<file path="config.mk">
export PLATFORM = sky130hd
export DESIGN_NAME = cook_sequencer_flat
export DESIGN_NICKNAME = d
export VERILOG_FILES = /design/src/rtl/microwave_pkg.sv /design/src/rtl/cook_sequencer_if.sv /design/src/rtl/cook_sequencer_duty_gen.sv /design/src/rtl/cook_sequencer.sv /design/src/flat_wrapper.sv
export SDC_FILE = /design/constraint.sdc
export NUM_CORES = 1
export LEC_CHECK = 0
export CORE_UTILIZATION = 59
export DETAILED_ROUTE_END_ITERATION = 10
export GPL_ROUTABILITY_DRIVEN = 0
export PLACE_DENSITY = 0.85
export SKIP_CTS_REPAIR_TIMING = 1
export SLEW_MARGIN = 15
export SYNTH_ARGS = -nofsm -noshare
export SYNTH_HDL_FRONTEND = slang
export SYNTH_SLANG_ARGS = --single-unit
export TNS_END_PERCENT = 1
</file>
<file path="constraint.sdc">
create_clock -name clk -period 3.5 [get_ports clk]
set_input_delay 0.35 -clock clk [delete_from_list [all_inputs] [get_ports clk]]
set_output_delay 0.35 -clock clk [all_outputs]
set_load 0.005 [all_outputs]
</file>
<file path="src/rtl/microwave_pkg.sv">
// Shared types and constants for the cook sequencer and its duty-cycle generator.
package microwave_pkg;

    typedef enum logic [2:0] {
        ST_IDLE,
        ST_LOAD,
        ST_COOK,
        ST_PAUSE,
        ST_DONE
    } state_t;

    // BCD {minutes, tens of seconds, seconds}
    typedef logic [11:0] bcd_time_t;

    localparam int POWER_MAX   = 10;
    localparam int DUTY_WINDOW = 10;
    localparam int MAX_STAGES  = 4;

    function automatic logic [3:0] clamp_power(input logic [3:0] p);
        return (p > 4'(POWER_MAX)) ? 4'(POWER_MAX) : p;
    endfunction

endpackage

</file>
<file path="src/rtl/cook_sequencer_if.sv">
// Programming port and countdown-timer handshake shared by the sequencer and its surroundings.
interface cook_sequencer_if;
    logic                     prog_we;
    logic [1:0]               prog_stage;
    microwave_pkg::bcd_time_t prog_time;
    logic [3:0]               prog_power;
    logic                     tmr_zero;
    microwave_pkg::bcd_time_t tmr_data;
    logic                     tmr_loadn;
    logic                     tmr_en;

    modport master (
        input  prog_we, prog_stage, prog_time, prog_power, tmr_zero,
        output tmr_data, tmr_loadn, tmr_en
    );

    modport slave (
        output prog_we, prog_stage, prog_time, prog_power, tmr_zero,
        input  tmr_data, tmr_loadn, tmr_en
    );
endinterface

</file>
<file path="src/rtl/cook_sequencer_duty_gen.sv">
// Power-level duty cycle: a phase counter over a 10 s window compared against the power level.
module duty_gen
    import microwave_pkg::*;
(
    input  logic       clk,
    input  logic       clrn,
    input  logic       clear,
    input  logic       adv,
    input  logic [3:0] power,
    output logic       mag_raw
);

    logic [3:0] phase;

    always_ff @(posedge clk or negedge clrn) begin
        if (!clrn) begin
            phase <= '0;
        end else if (clear) begin
            phase <= '0;
        end else if (adv) begin
            phase <= (phase == 4'(DUTY_WINDOW - 1)) ? 4'd0 : phase + 4'd1;
        end
    end

    // phase and power are both registers, so this compare cannot glitch between ticks
    assign mag_raw = (phase < power);

endmodule

</file>
<file path="src/rtl/cook_sequencer.sv">
// Multi-stage cook controller: programs stages, loads the timer per stage, duty-cycles the magnetron.
//
//  state    | meaning
//  ---------+---------------------------------------------------------------
//  ST_IDLE  | programmable; waits for start with door shut
//  ST_LOAD  | tmr_loadn low for this single clock, duty phase cleared
//  ST_COOK  | timer running, mag follows duty compare
//  ST_PAUSE | door open or stop pressed; timer and phase frozen
//  ST_DONE  | beep for BEEP_SECS seconds, then idle
module cook_sequencer
    import microwave_pkg::*;
#(
    parameter int NSTAGES   = 2,
    parameter int BEEP_SECS = 3
) (
    input  logic                    clk,
    input  logic                    clrn,
    input  logic                    tick_1hz,
    input  logic                    startn,
    input  logic                    stopn,
    input  logic                    door_closed,
    cook_sequencer_if.master        bus,
    output logic                    mag,
    output logic [1:0]              stage,
    output logic                    busy,
    output logic                    beep
);

    state_t     state;
    bcd_time_t  stage_time  [MAX_STAGES];
    logic [3:0] stage_power [MAX_STAGES];
    bcd_time_t  tmr_data_r;
    logic       tmr_loadn_r;
    logic       tmr_en_r;
    logic [7:0] beep_cnt;
    logic       start_q;
    logic       stop_q;
    logic       start_fall;
    logic       stop_fall;
    logic       mag_raw;
    logic       duty_adv;
    logic       first_found;
    logic [1:0] first_idx;
    logic       next_found;
    logic [1:0] next_idx;

    // start is ignored while stop is held
    assign start_fall = start_q & ~startn & stopn;
    assign stop_fall  = stop_q & ~stopn;

    assign bus.tmr_data  = tmr_data_r;
    assign bus.tmr_loadn = tmr_loadn_r;
    assign bus.tmr_en    = tmr_en_r;

    // descending scan so the lowest qualifying index wins
    always_comb begin
        first_found = 1'b0;
        first_idx   = 2'd0;
        next_found  = 1'b0;
        next_idx    = 2'd0;
        for (int i = MAX_STAGES - 1; i >= 0; i--) begin
            if (i < NSTAGES && stage_time[i] != '0 && stage_power[i] != 4'd0) begin
                first_found = 1'b1;
                first_idx   = 2'(i);
                if (2'(i) > stage) begin
                    next_found = 1'b1;
                    next_idx   = 2'(i);
                end
            end
        end
    end

    assign duty_adv = (state == ST_COOK) && tick_1hz && door_closed && !stop_fall && !bus.tmr_zero;

    duty_gen u_duty_gen (
        .clk     (clk),
        .clrn    (clrn),
        .clear   (state == ST_LOAD),
        .adv     (duty_adv),
        .power   (stage_power[stage]),
        .mag_raw (mag_raw)
    );

    always_ff @(posedge clk or negedge clrn) begin
        if (!clrn) begin
            state       <= ST_IDLE;
            for (int i = 0; i < MAX_STAGES; i++) begin
                stage_time[i]  <= '0;
                stage_power[i] <= 4'(POWER_MAX);
            end
            tmr_data_r  <= '0;
            tmr_loadn_r <= 1'b1;
            tmr_en_r    <= 1'b0;
            mag         <= 1'b0;
            stage       <= 2'd0;
            busy        <= 1'b0;
            beep        <= 1'b0;
            beep_cnt    <= '0;
            start_q     <= 1'b1;
            stop_q      <= 1'b1;
        end else begin
            start_q <= startn;
            stop_q  <= stopn;
            case (state)
                ST_IDLE: begin
                    tmr_loadn_r <= 1'b1;
                    tmr_en_r    <= 1'b0;
                    mag         <= 1'b0;
                    busy        <= 1'b0;
                    beep        <= 1'b0;
                    if (bus.prog_we && int'(bus.prog_stage) < NSTAGES) begin
                        stage_time[bus.prog_stage]  <= bus.prog_time;
                        stage_power[bus.prog_stage] <= clamp_power(bus.prog_power);
                    end
                    if (start_fall && door_closed && first_found) begin
                        // load pulse is issued on entry so it lines up exactly with ST_LOAD
                        stage       <= first_idx;
                        tmr_data_r  <= stage_time[first_idx];
                        tmr_loadn_r <= 1'b0;
                        busy        <= 1'b1;
                        state       <= ST_LOAD;
                    end
                end
                ST_LOAD: begin
                    tmr_loadn_r <= 1'b1;
                    tmr_en_r    <= 1'b1;
                    mag         <= 1'b0;
                    state       <= ST_COOK;
                end
                ST_COOK: begin
                    if (!door_closed || stop_fall) begin
                        mag      <= 1'b0;
                        tmr_en_r <= 1'b0;
                        state    <= ST_PAUSE;
                    end else if (bus.tmr_zero) begin
                        mag      <= 1'b0;
                        tmr_en_r <= 1'b0;
                        if (next_found) begin
                            stage       <= next_idx;
                            tmr_data_r  <= stage_time[next_idx];
                            tmr_loadn_r <= 1'b0;
                            state       <= ST_LOAD;
                        end else begin
                            busy     <= 1'b0;
                            beep     <= 1'b1;
                            beep_cnt <= 8'(BEEP_SECS);
                            state    <= ST_DONE;
                        end
                    end else begin
                        mag      <= mag_raw;
                        tmr_en_r <= 1'b1;
                    end
                end
                ST_PAUSE: begin
                    mag      <= 1'b0;
                    tmr_en_r <= 1'b0;
                    if (stop_fall) begin
                        stage <= 2'd0;
                        busy  <= 1'b0;
                        state <= ST_IDLE;
                    end else if (start_fall && door_closed) begin
                        tmr_en_r <= 1'b1;
                        state    <= ST_COOK;
                    end
                end
                ST_DONE: begin
                    mag      <= 1'b0;
                    tmr_en_r <= 1'b0;
                    if (start_fall || stop_fall) begin
                        beep  <= 1'b0;
                        stage <= 2'd0;
                        state <= ST_IDLE;
                    end else if (tick_1hz) begin
                        if (beep_cnt <= 8'd1) begin
                            beep  <= 1'b0;
                            stage <= 2'd0;
                            state <= ST_IDLE;
                        end else begin
                            beep_cnt <= beep_cnt - 8'd1;
                        end
                    end
                end
                default: state <= ST_IDLE;
            endcase
        end
    end

endmodule

</file>
<file path="src/flat_wrapper.sv">
// flat-port wrapper written by rule: the top's interface ports become plain ports
module cook_sequencer_flat import microwave_pkg::*;
#(
    parameter int NSTAGES   = 2,
    parameter int BEEP_SECS = 3
)
  (clk, clrn, tick_1hz, startn, stopn, door_closed, mag, stage, busy, beep, bus_prog_we, bus_prog_stage, bus_prog_time, bus_prog_power, bus_tmr_zero, bus_tmr_data, bus_tmr_loadn, bus_tmr_en);
  cook_sequencer_if bus_i ();
  input  logic clk;
  input  logic clrn;
  input  logic tick_1hz;
  input  logic startn;
  input  logic stopn;
  input  logic door_closed;
  output logic mag;
  output logic [1:0] stage;
  output logic busy;
  output logic beep;
  input wire logic [$bits(bus_i.prog_we)-1:0] bus_prog_we;
  input wire logic [$bits(bus_i.prog_stage)-1:0] bus_prog_stage;
  input wire logic [$bits(bus_i.prog_time)-1:0] bus_prog_time;
  input wire logic [$bits(bus_i.prog_power)-1:0] bus_prog_power;
  input wire logic [$bits(bus_i.tmr_zero)-1:0] bus_tmr_zero;
  output wire logic [$bits(bus_i.tmr_data)-1:0] bus_tmr_data;
  output wire logic [$bits(bus_i.tmr_loadn)-1:0] bus_tmr_loadn;
  output wire logic [$bits(bus_i.tmr_en)-1:0] bus_tmr_en;
  assign bus_i.prog_we = bus_prog_we;
  assign bus_i.prog_stage = bus_prog_stage;
  assign bus_i.prog_time = bus_prog_time;
  assign bus_i.prog_power = bus_prog_power;
  assign bus_i.tmr_zero = bus_tmr_zero;
  assign bus_tmr_data = bus_i.tmr_data;
  assign bus_tmr_loadn = bus_i.tmr_loadn;
  assign bus_tmr_en = bus_i.tmr_en;
  cook_sequencer #(.NSTAGES(NSTAGES), .BEEP_SECS(BEEP_SECS)) u_core (.clk(clk), .clrn(clrn), .tick_1hz(tick_1hz), .startn(startn), .stopn(stopn), .door_closed(door_closed), .bus(bus_i), .mag(mag), .stage(stage), .busy(busy), .beep(beep));
endmodule
</file>
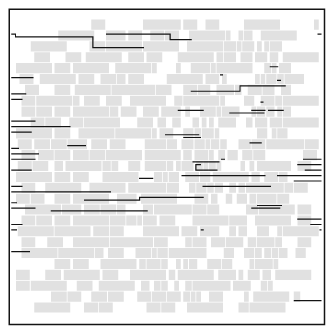
**Above:** metal 3.
(4 px per µm) Cells faint in the background.
main direction: horizontal
longest straight run: 24.6 µm
share of all routed wire: 5.6%
nets with wire on the layer: 43
wire length on this layer: 395 µm
GR Util met3: 7.44%
Total Routed Length: 7070 µm

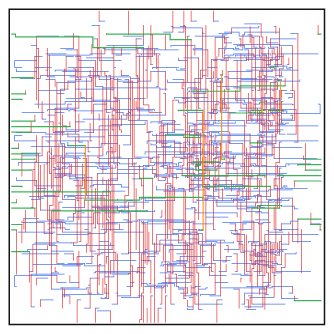
**Above:** wiring by layer.
(4 px per µm)
legend:
  blue:
    layer: met1
    wire_length: 3080 µm
  green:
    layer: met3
    wire_length: 395 µm
  red:
    layer: met2
    wire_length: 3520 µm
  orange:
    layer: met4
    wire_length: 74.8 µm
WL/cell: 16.7 µm
routed vias: 2529
Total GRT Usage: 25.6%

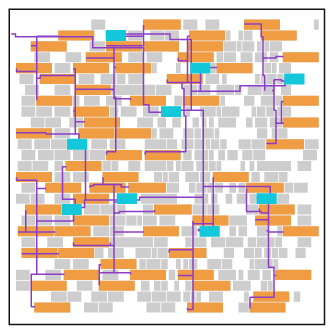
**Above:** clock network drawn from the DEF.
(4 px per µm)
legend:
  cyan:
    item: cells driving clock nets
    count: 9
  purple:
    item: clock wires
    length: 807 µm
  orange:
    item: flip-flops
    count: 67
routed clock nets: 10
flops lie: spread over the die
clk_lat worst skew: 350 ps
clock share of power: 21.0%
clock skew: 8.44 ps
Clock net power: 0.723 mW

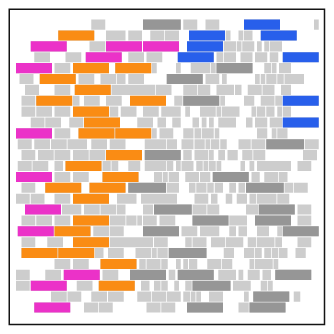
**Above:** register map, names as in the netlist.
(4 px per µm)
legend:
  blue:
    signal: u_core.beep_cnt
    flops: 8
    where: top right
  magenta:
    signal: u_core.bus.tmr_data
    flops: 12
  orange:
    signal: u_core.stage_time
    flops: 24
not coloured: 23
seq pwr: 1.42 mW
Sequential cell area: 1690 µm²
sequential share of cell area: 40.3%
final core utilization: 75.0%

==> ci_impl_report.md <==
## Implementation flow summary

| Metric | Value |
|---|---|
| Status | finished clean |
| Tool warning count | 28 |
| Min-delay worst type | primary input to async pin |
| Main area contributors | dfrtp_1 44%, mux2_1 13%, dfstp_2 5.3%, mux2_2 3.9%, ha_1 2.5% |
| Ys Warns | 0 |
| Worst Path Max Fanout | 16 |
| Reg power frac | 41.3% |
| Leading cell kind | combinational gates |
| Yosys Chip Area | 3450 µm² |
| XOR/XNOR Area Share | 0% |
| GR Util met2 | 42.0% |
| Net count after synthesis | 333 |
| CTS tree | done |
| PortBufs | 43 |
| First-pass GRT wire length | 12000 µm |
| Row cnt | 27 |
| Top pwr grp | registers |
| Top-count cell post-synth | dfrtp_1 |
| Die area | 6150 µm² |
| Antenna diodes | 0 |
| Repair and plain buffers | 48 |
| Layout net count | 380 |
No activity file was given, so power comes from the tool's default toggle rates.
